**Run 1: PDN straps and rails**

(4 px per µm) Pins as bars on the die edge.
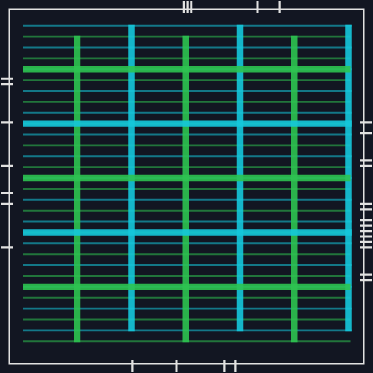
**Run 1: cells coloured by class**

(3 px per µm) Fill, decap, tap and diode cells in grey.
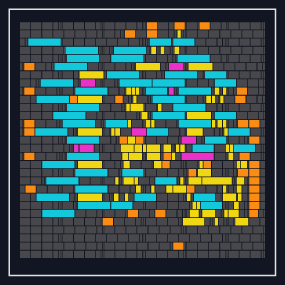
**Run 1: clock network drawn from the DEF**

(6 px per µm)
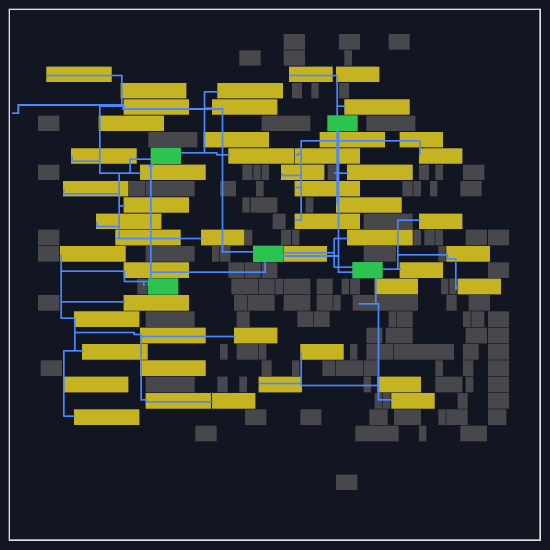
**Run 1: routed metal, one colour a layer**

(4 px per µm) Only two layers are drawn.
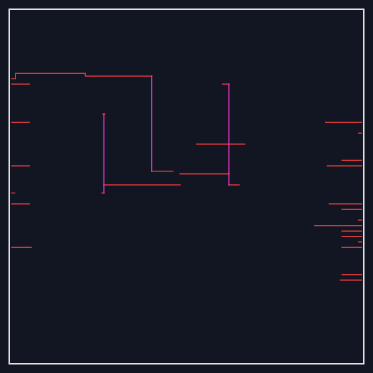
## src/rtl/sync_fifo_flags.sv

```systemverilog
// Single-clock FIFO with occupancy count, programmable almost-full/almost-empty
// thresholds, sticky overflow/underflow flags and a selectable read mode
// (standard registered read or first-word-fall-through). Any depth >= 2.
module sync_fifo_flags #(
  parameter int unsigned WIDTH     = 8,
  parameter int unsigned DEPTH     = 4,
  parameter int unsigned AF_THRESH = 3,
  parameter int unsigned AE_THRESH = 1,
  parameter int unsigned FWFT      = 0
) (
  input  logic                         clk,
  input  logic                         rst,
  input  logic                         write_en,
  input  logic [WIDTH-1:0]             data_in,
  input  logic                         read_en,
  output logic [WIDTH-1:0]             data_out,
  output logic                         rd_valid,
  output logic                         full,
  output logic                         empty,
  output logic                         almost_full,
  output logic                         almost_empty,
  output logic [$clog2(DEPTH+1)-1:0]   count,
  output logic                         overflow,
  output logic                         underflow
);

  localparam int unsigned CW = $clog2(DEPTH + 1);
  localparam int unsigned PW = $clog2(DEPTH);

  localparam logic [CW-1:0] DEPTH_C = CW'(DEPTH);
  localparam logic [CW-1:0] AF_C    = CW'(AF_THRESH);
  localparam logic [CW-1:0] AE_C    = CW'(AE_THRESH);
  localparam logic [PW-1:0] LAST_C  = PW'(DEPTH - 1);

  logic [WIDTH-1:0] mem_q [DEPTH];

  logic [PW-1:0] wr_ptr_q, wr_ptr_d;
  logic [PW-1:0] rd_ptr_q, rd_ptr_d;
  logic [CW-1:0] count_q, count_d;
  logic          overflow_q, overflow_d;
  logic          underflow_q, underflow_d;
  logic          wr_ok, rd_ok;

  // Status flags are plain decodes of the registered occupancy.
  assign full         = (count_q == DEPTH_C);
  assign empty        = (count_q == '0);
  assign almost_full  = (count_q >= AF_C);
  assign almost_empty = (count_q <= AE_C);
  assign count        = count_q;
  assign overflow     = overflow_q;
  assign underflow    = underflow_q;

  // Accept decisions, pointer wrap, occupancy and sticky error next-state.
  always_comb begin
    wr_ok       = write_en & (~full | read_en);
    rd_ok       = read_en & ~empty;
    wr_ptr_d    = wr_ptr_q;
    rd_ptr_d    = rd_ptr_q;
    overflow_d  = overflow_q | (write_en & full & ~read_en);
    underflow_d = underflow_q | (read_en & empty);
    count_d     = count_q + CW'(wr_ok) - CW'(rd_ok);
    if (wr_ok) begin
      wr_ptr_d = (wr_ptr_q == LAST_C) ? '0 : wr_ptr_q + 1'b1;
    end
    if (rd_ok) begin
      rd_ptr_d = (rd_ptr_q == LAST_C) ? '0 : rd_ptr_q + 1'b1;
    end
  end

  // Control state registers with synchronous reset.
  always_ff @(posedge clk) begin
    if (rst) begin
      wr_ptr_q    <= '0;
      rd_ptr_q    <= '0;
      count_q     <= '0;
      overflow_q  <= 1'b0;
      underflow_q <= 1'b0;
    end else begin
      wr_ptr_q    <= wr_ptr_d;
      rd_ptr_q    <= rd_ptr_d;
      count_q     <= count_d;
      overflow_q  <= overflow_d;
      underflow_q <= underflow_d;
    end
  end

  // Storage array; contents are deliberately not cleared by reset.
  always_ff @(posedge clk) begin
    if (!rst && wr_ok) begin
      mem_q[wr_ptr_q] <= data_in;
    end
  end

  generate
    if (FWFT != 0) begin : g_fwft
      // Head word is shown directly from storage whenever the FIFO holds data.
      assign data_out = mem_q[rd_ptr_q];
      assign rd_valid = ~empty;
    end else begin : g_std
      logic [WIDTH-1:0] data_out_q;
      logic             rd_valid_q;

      // Registered read: capture the head word on each accepted pop.
      always_ff @(posedge clk) begin
        if (rst) begin
          data_out_q <= '0;
          rd_valid_q <= 1'b0;
        end else begin
          rd_valid_q <= rd_ok;
          if (rd_ok) begin
            data_out_q <= mem_q[rd_ptr_q];
          end
        end
      end

      assign data_out = data_out_q;
      assign rd_valid = rd_valid_q;
    end
  endgenerate

endmodule

```

## config.mk

```make
export PLATFORM = sky130hd
export DESIGN_NAME = sync_fifo_flags
export DESIGN_NICKNAME = d
export VERILOG_FILES = /design/src/rtl/sync_fifo_flags.sv
export SDC_FILE = /design/constraint.sdc
export NUM_CORES = 1
export LEC_CHECK = 0
export CORE_MARGIN = 3
export CORE_UTILIZATION = 30
export CTS_CLUSTER_SIZE = 30
export DETAILED_ROUTE_END_ITERATION = 16
export SETUP_SLACK_MARGIN = 0.5
export SLEW_MARGIN = 10
export SYNTH_ARGS = -nofsm -noshare
export SYNTH_HDL_FRONTEND = slang
export SYNTH_SLANG_ARGS = --single-unit
```

## constraint.sdc

```tcl
create_clock -name clk -period 3.15 [get_ports clk]
set_clock_uncertainty 0.1 [all_clocks]
set_input_delay 0.315 -clock clk [delete_from_list [all_inputs] [get_ports clk]]
set_output_delay 0.315 -clock clk [all_outputs]
set_load 0.05 [all_outputs]
```

==> flow_metrics.py, run 1 <==
# Metrics from the implementation run
metrics = {
    "grt": {
        "gr-total-overflow": 0,
        "grt_start_max_net_pins": 16,
        "antenna_found_initial": 0,
        "first_global_vias": 1149,
        "track_usage_pct": 10.3,
        "grt_pass1_wl_um": 5850,
        "grtUsageMet3_pct": 2.79,
        "grt_use_met1_pct": 13.3,
        "met2_usage_pct": 16.1,
        "grt.busiest_layer": "met2",
    },
    "final_timing": {
        "worst_pin_slew_ns": 0.635,
        "slew_headroom_pct": 57.6,
        "finalCritPeriodShare_pct": 77.3,
        "worst_slack_ns": 0.714,
        "hold_ws_ns": 0.356,
        "max_clock_freq_mhz": 410,
        "finalMaxSlewViolations": 0,
        "finalHoldViolations": 0,
        "finalSetupViolations": 0,
        "rsz0062_at_grt": "no",
        "period_minus_slack_ns": 2.44,
        "finalSetupTns_ns": 0,
    },
    "cts": {
        "clockBufferDepth": 2,
        "numCtsBuffers": 5,
        "htreeDepth": 2,
        "clock_sinks": 50,
        "tritoncts": "yes",
        "root_buffer": "clkbuf_8",
        "clock_latency_ns": 0.30,
        "path_clk_slew_ns": 0.08,
        "hold_buffers": 0,
    },
    "route": {
        "vias_per_cell": 4.56,
        "drt_iter0_drc": 61,
        "antenna_left": 0,
        "vias": 1172,
        "dr.pass1.iters": 4,
        "wire_per_inst_um": 13.9,
        "drc": 0,
        "drt-total-wl_um": 3580,
    },
    "worst_setup_path": {
        "critPathArrivalTime_ns": 2.02,
        "end_kind": "output port",
        "reg2reg_depth": 9,
        "crit_type": "flip-flop to output port",
        "ff2ff_setup_slack_ns": 0.91,
        "r2r-start": "count[1]",
        "r2r_end": "count[2]",
        "worstPathMaxFanout": 9,
        "start_kind": "flip-flop",
        "worstPathRequired_ns": 2.73,
    },
    "run": {
        "tool_warnings": 31,
        "maxCapViolations": 0,
    },
    "finish": {
        "fin_area_um2": 2560,
        "diodes": 0,
        "fill_cells": 641,
        "lay_top_cells": "edfxtp_1, clkdlybuf4s50_1, nand2_1, dfxtp_1, a21oi_1",
        "lay_top_count": "edfxtp_1",
        "num-nets-final": 202,
        "layout-drive-gt1-share_pct": 16.7,
        "syn_to_final_growth_pct": 26.3,
    },
    "min_path": {
        "hp-class": "flip-flop to flip-flop",
        "whs_path_depth": 2,
        "worstHoldStart": "data_out[3]",
        "whs_endpoint": "data_out[3]",
    },
    "synthesis": {
        "synth_area_um2": 2030,
        "synth_nets": 163,
        "syn_avg_cell_area_um2": 14.5,
        "ys_types": 26,
        "top_area_share_pct": 47.3,
        "yosys_warnings": 0,
        "yosys_area_um2": 2030,
        "seq_area_frac_synth_pct": 65.1,
        "ys_ff": 50,
        "synth_stat.cells": 140,
        "syn_inst": 140,
        "area_leaders": "edfxtp_1, dfxtp_1, mux4_2, ha_1, nand2_1",
        "largest_area_cell": "edfxtp_1",
    },
    "power_and_ir_drop": {
        "power_density_nw_per_um2": 823,
        "p_leak_nw": 0.903,
        "vdd_drop_max_uv": 247,
    },
    "floorplan": {
        "dieArea_um2": 7790,
        "die_w_um": 88.3,
        "fp_util_pct": 31.4,
        "coreArea_um2": 6460,
        "die_height_um": 88.3,
        "ios": 30,
        "std_cell_rows": 29,
    },
    "placement": {
        "pre_cts_ws_ns": 0.637,
        "gp_congestion": 0.713,
        "placed_area_um2": 2450,
        "dp_hpwl_um": 2550,
        "port_buffers": 29,
    },
    "outcome": {
        "outcome": "finished clean",
    },
}
About 'PDN straps and rails':
Key: green = VSS; cyan = VDD
6 straps on met4. The core has 29 rows.

About 'cells coloured by class':
Key: cyan = flops [cells 50, share of their area 54%]; orange = other buffers and delay cells [cells 38, share of their area 14%]; magenta = clock drivers and dummy loads [cells 8, share of their area 4.4%]; yellow = combinational and other logic [cells 84, share of their area 28%]

About 'clock network drawn from the DEF':
Key: yellow = flip-flops [count 50]; green = clock drivers [count 5]; blue = clock wires [length 573 µm]
There are 6 routed clock nets.

About 'routed metal, one colour a layer':
Key: magenta = metal 4 [wire length 68.7 µm]; red = metal 3 [wire length 187 µm]

[run 1: cells in the mapped netlist]
cell type  number
xnor2_1         1
nand2_1        21
inv_2           2
clkbuf_1        3
dfxtp_1        18
buf_2           2
o21ai_0         1
ha_1           10
edfxtp_1       32
o41ai_4         1
mux4_2          8
nor3_1          2
mux2_4          1
inv_1           6
a32o_1          1
buf_4           1
mux2i_1         1
nor2b_1         1
a31oi_1         1
nand2b_1        2
nor3b_1         5
or3_1           1
o31ai_2         1
a21oi_1        11
fa_1            1
nor2_1          6
[run 1: critical path, cell delays in order, from the launching register on]
cell             delay, ns
dfxtp_1               0.57
ha_1                  0.21
o21ai_0               0.07
nand2_1               0.09
clkdlybuf4s50_1       0.79
[run 1: routing by layer]
| metal | wire (µm) | share of wire [%] |
|---|---|---|
| met1 | 1640 | 46 |
| met4 | 68 | 1.9 |
| met3 | 186 | 5.2 |
| met5 | 0 | 0 |
| met2 | 1690 | 47 |
[run 1: cell type report]
type                       instances  area, µm²  share of cell area [%]
clock inverter                     3       40.0                    1.56
multi-input combinational         76        649                    25.3
clock buffer                       5       68.8                    2.69
sequential                        50       1320                    51.6
timing repair buffer              38        357                    13.9
tap                               77       96.3                    3.76
inverter                           8       30.0                    1.17
[run 1: report_power, final]
| part | internal (W) | switching, W | leakage (nW) | total (W) |
|---|---|---|---|---|
| Combinational | 0.000310 | 0.000494 | 0.407 | 0.000804 |
| Sequential | 0.000775 | 0.0000950 | 0.438 | 0.000870 |
| Clock | 0.000234 | 0.000201 | 0.0579 | 0.000435 |
| Total | 0.00132 | 0.000790 | 0.903 | 0.00211 |
[run 1: sequential cells by signal (all words and copies together) (netlist names)]
register and flops:
overflow 1, rd_ptr_q 2, count 3, rd_valid 1, wr_ptr_q 2, mem_q 32
underflow 1, data_out 8
[run 1: through the flow]
step	cells	total power [W]	utilization, %
5_1_grt	257	0.00225	39.7
2_1_floorplan	140	0.00145	-
6_report	257	0.00211	39.7
3_3_place_gp	249	0.00170	38.0
3_5_place_dp	249	0.00171	38.0
4_1_cts	257	0.00214	39.7
[run 1: worst max path at each step]
| stage | start | endpoint | cells after the start | slack, ns |
|---|---|---|---|---|
| 2_1_floorplan | count[2] | count[2] | 9 | 0.61 |
| 3_3_place_gp | read_en | count[2] | 10 | 0.68 |
| 3_5_place_dp | read_en | count[2] | 10 | 0.64 |
| 4_1_cts | count[1] | almost_full | 4 | 0.67 |
| 5_1_grt | count[1] | almost_full | 4 | 0.57 |
| 6_report | count[1] | almost_full | 4 | 0.71 |
[run 1: timing repair]
action | 4_1_cts | 5_1_grt
buffers inserted | 0 | 0
gates resized | 1 | 0
setup endpoints to repair | 1 | 0
[run 1: kinds of logic (layout without fill, tap and decap cells)]
group	after synthesis	after routing	synth area share (%)
simple gates	38	38	8.57
flops	50	50	65.1
fa+ha+maj	11	11	7.15
mux	10	10	10.1
compound gates	16	16	5.73
xor+xnor	1	1	0.432
buf+inv	14	54	2.90
==> run 2, diff against run 1 <==
==> constraint.sdc (replaced) <==
create_clock -name clk -period 2 [get_ports clk]
set_clock_uncertainty 0.1 [all_clocks]
set_input_delay 0.2 -clock clk [delete_from_list [all_inputs] [get_ports clk]]
set_output_delay 0.2 -clock clk [all_outputs]
set_load 0.05 [all_outputs]
**Run 2: routed metal, one colour a layer**

(4 px per µm) Only two layers are drawn.
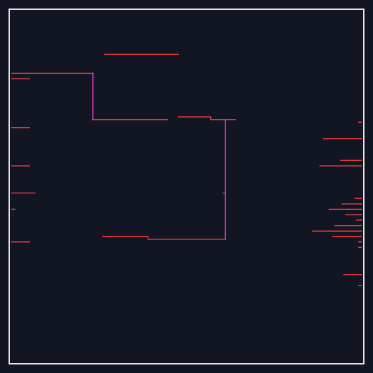
Key: magenta = metal 4 [wire length 41.5 µm]; red = metal 3 [wire length 205 µm]

==> flow_metrics.py, run 2 <==
# Metrics from the implementation run
metrics = {
    "outcome": {
        "outcome": "finished, violations left",
        "violations": "negative setup slack",
    },
    "worst_setup_path": {
        "r2r_end": "count[1]",
        "critPathArrivalTime_ns": 2.12,
        "crit_type": "flip-flop to flip-flop",
        "r2r-start": "count[1]",
        "worstPathMaxFanout": 3,
        "ff2ff_setup_slack_ns": -0.003,
        "end_kind": "flip-flop",
        "reg2reg_depth": 7,
        "start_kind": "flip-flop",
        "worstPathRequired_ns": 2.12,
    },
    "route": {
        "drc": 0,
        "wire_per_inst_um": 14.0,
        "vias_per_cell": 4.52,
        "vias": 1197,
        "antenna_left": 0,
        "dr.pass1.iters": 3,
        "drt-total-wl_um": 3720,
        "drt_iter0_drc": 61,
    },
    "floorplan": {
        "ios": 30,
        "die_height_um": 88.3,
        "fp_util_pct": 31.4,
        "std_cell_rows": 29,
        "coreArea_um2": 6460,
        "die_w_um": 88.3,
        "dieArea_um2": 7790,
    },
    "finish": {
        "diodes": 0,
        "final_util_pct": 41.4,
        "top_register": "mem_q",
        "syn_to_final_growth_pct": 31.8,
        "lay_top_count": "edfxtp_1",
        "num-nets-final": 210,
        "fill_cells": 619,
        "lay_top_cells": "edfxtp_1, nand2_1, dfxtp_1, buf_4, a21oi_1",
        "layout-drive-gt1-share_pct": 34.6,
        "seqCellArea_um2": 1340,
        "comb_area_um2": 713,
        "largest_register_ffs": 32,
    },
    "grt": {
        "antenna_found_initial": 0,
        "grt_start_max_net_pins": 18,
        "gr-total-overflow": 0,
        "track_usage_pct": 10.6,
        "first_global_vias": 1170,
        "grt_pass1_wl_um": 6000,
    },
    "final_timing": {
        "worst_pin_slew_ns": 0.482,
        "hold_ws_ns": 0.279,
        "finalCritPeriodShare_pct": 100,
        "max_clock_freq_mhz": 499,
        "rsz0062_at_grt": "yes",
        "finalMaxSlewViolations": 0,
        "finalHoldViolations": 0,
        "finalSetupViolations": 1,
        "slew_headroom_pct": 67.8,
        "period_minus_slack_ns": 2.00,
        "worst_slack_ns": -0.00337,
    },
    "synthesis": {
        "yosys_area_um2": 2030,
        "largest_area_cell": "edfxtp_1",
        "synth_stat.cells": 140,
        "seq_area_frac_synth_pct": 65.1,
        "synth_area_um2": 2030,
        "top_cell": "edfxtp_1",
        "syn_avg_cell_area_um2": 14.5,
        "synth.cells.most_frequent": "edfxtp_1, nand2_1, dfxtp_1, a21oi_1, ha_1",
        "top_area_share_pct": 47.3,
        "synth_nets": 163,
        "syn_inst": 140,
        "flop_cell": "edfxtp_1",
        "ys_async_sr_fraction_pct": 0,
        "area_leaders": "edfxtp_1, dfxtp_1, mux4_2, ha_1, nand2_1",
        "yosys_warnings": 0,
        "ys_types": 26,
        "edf_count": 32,
        "ys_ff": 50,
    },
    "power_and_ir_drop": {
        "vdd_drop_max_uv": 384,
        "power_density_nw_per_um2": 1290,
        "p_leak_nw": 0.977,
    },
    "cts": {
        "tritoncts": "yes",
        "numCtsBuffers": 5,
        "htreeDepth": 2,
        "clockBufferDepth": 2,
        "clock_sinks": 50,
        "path_clk_slew_ns": 0.09,
        "hold_buffers": 0,
        "root_buffer": "clkbuf_8",
        "clock_latency_ns": 0.31,
    },
    "run": {
        "tool_warnings": 34,
        "maxCapViolations": 0,
    },
    "placement": {
        "port_buffers": 29,
        "gp_congestion": 0.684,
        "dp_hpwl_um": 2540,
    },
    "min_path": {
        "worstHoldStart": "write_en",
        "hp-class": "input pin to flip-flop",
        "whs_endpoint": "overflow",
        "whs_path_depth": 3,
    },
}
run 2: cell types whose count changed in the layout (fill, tap and decap cells not counted), sizes merged:
cell           before  now
clkinvlp            0    1
clkdlybuf4s15       0    5
inv                 8    9
buf                 9   23
bufinv              1    0
dlygate4sd2         1    2
clkdlybuf4s50      28   10
clkbuf              5   11
clkinv              2    1
run 2: cells by family (layout without fill, tap and decap cells):
logic type | count (synthesis) | after routing | share of synthesized area (%)
flops | 50 | 50 | 65.1
simple gates | 38 | 38 | 8.57
compound gates | 16 | 16 | 5.73
buf+inv | 14 | 62 | 2.90
fa+ha+maj | 11 | 11 | 7.15
mux | 10 | 10 | 10.1
xor+xnor | 1 | 1 | 0.432
run 2: worst max-delay path by stage:
stage | startpoint | end | cells past startpoint
floorplan | count[0] | count[1] | 8
global placement | read_en | count[1] | 8
detailed placement | read_en | count[1] | 8
CTS | count[1] | count[1] | 7
global route | count[1] | count[1] | 7
finish | count[1] | count[1] | 7
run 2: area by class of cell:
class                           instances  share of cell area (%)
Timing Repair Buffer                   46                    15.2
Clock inverter                          3                   0.935
Multi-Input combinational cell         76                    26.7
Sequential cell                        50                    50.0
Clock buffer                            5                    2.57
Inverter                                8                    1.12
Tap cell                               77                    3.60
run 2: routing by layer:
metal | up-vias | part of all wire (%) | track usage (%)
met3 | 5 | 5.5 | 4.28
li1 | 596 | - | -
met2 | 29 | 45 | 15.8
met4 | 0 | 1.1 | 3.71
met1 | 567 | 49 | 14.0
met5 | - | 0 | 0
run 2: critical path: stages (launching register included):
cell     delay [ns]
dfxtp_4        0.37
o41ai_4        0.41
ha_4           0.26
inv_2          0.06
ha_4           0.12
inv_2          0.03
fa_2           0.51
nor2_1         0.04
run 2: metrics by stage:
step / TNS, ns / power [W] / setup WS, ns / cells / instance area, µm²
6_report: -0.00337 / 0.00344 / -0.00337 / 265 / 2680
5_1_grt: -0.110 / 0.00366 / -0.0582 / 265 / 2680
4_1_cts: 0 / 0.00345 / 0.00149 / 264 / 2670
3_5_place_dp: -0.599 / 0.00281 / -0.318 / 253 / 2500
3_3_place_gp: -0.527 / 0.00278 / -0.281 / 253 / 2500
2_1_floorplan: -0.878 / 0.00231 / -0.277 / 140 / 2050
run 2: power by group:
group | leakage [nW] | total [W] | internal [W] | switching (W)
combinational | 0.491 | 0.00146 | 0.000598 | 0.000864
sequential | 0.441 | 0.00137 | 0.00124 | 0.000134
clock | 0.0447 | 0.000606 | 0.000253 | 0.000353
total | 0.977 | 0.00344 | 0.00209 | 0.00135
run 2: timing repair:
| action | in CTS | in global routing |
|---|---|---|
| gates resized | 39 | 22 |
| hold endpoints to repair | 0 | 0 |
| endpoints found under the setup margin | 61 | 60 |
| setup buffers | 3 | 1 |
| pin swaps | 3 | 2 |
Power and IR drop assume default switching activity.
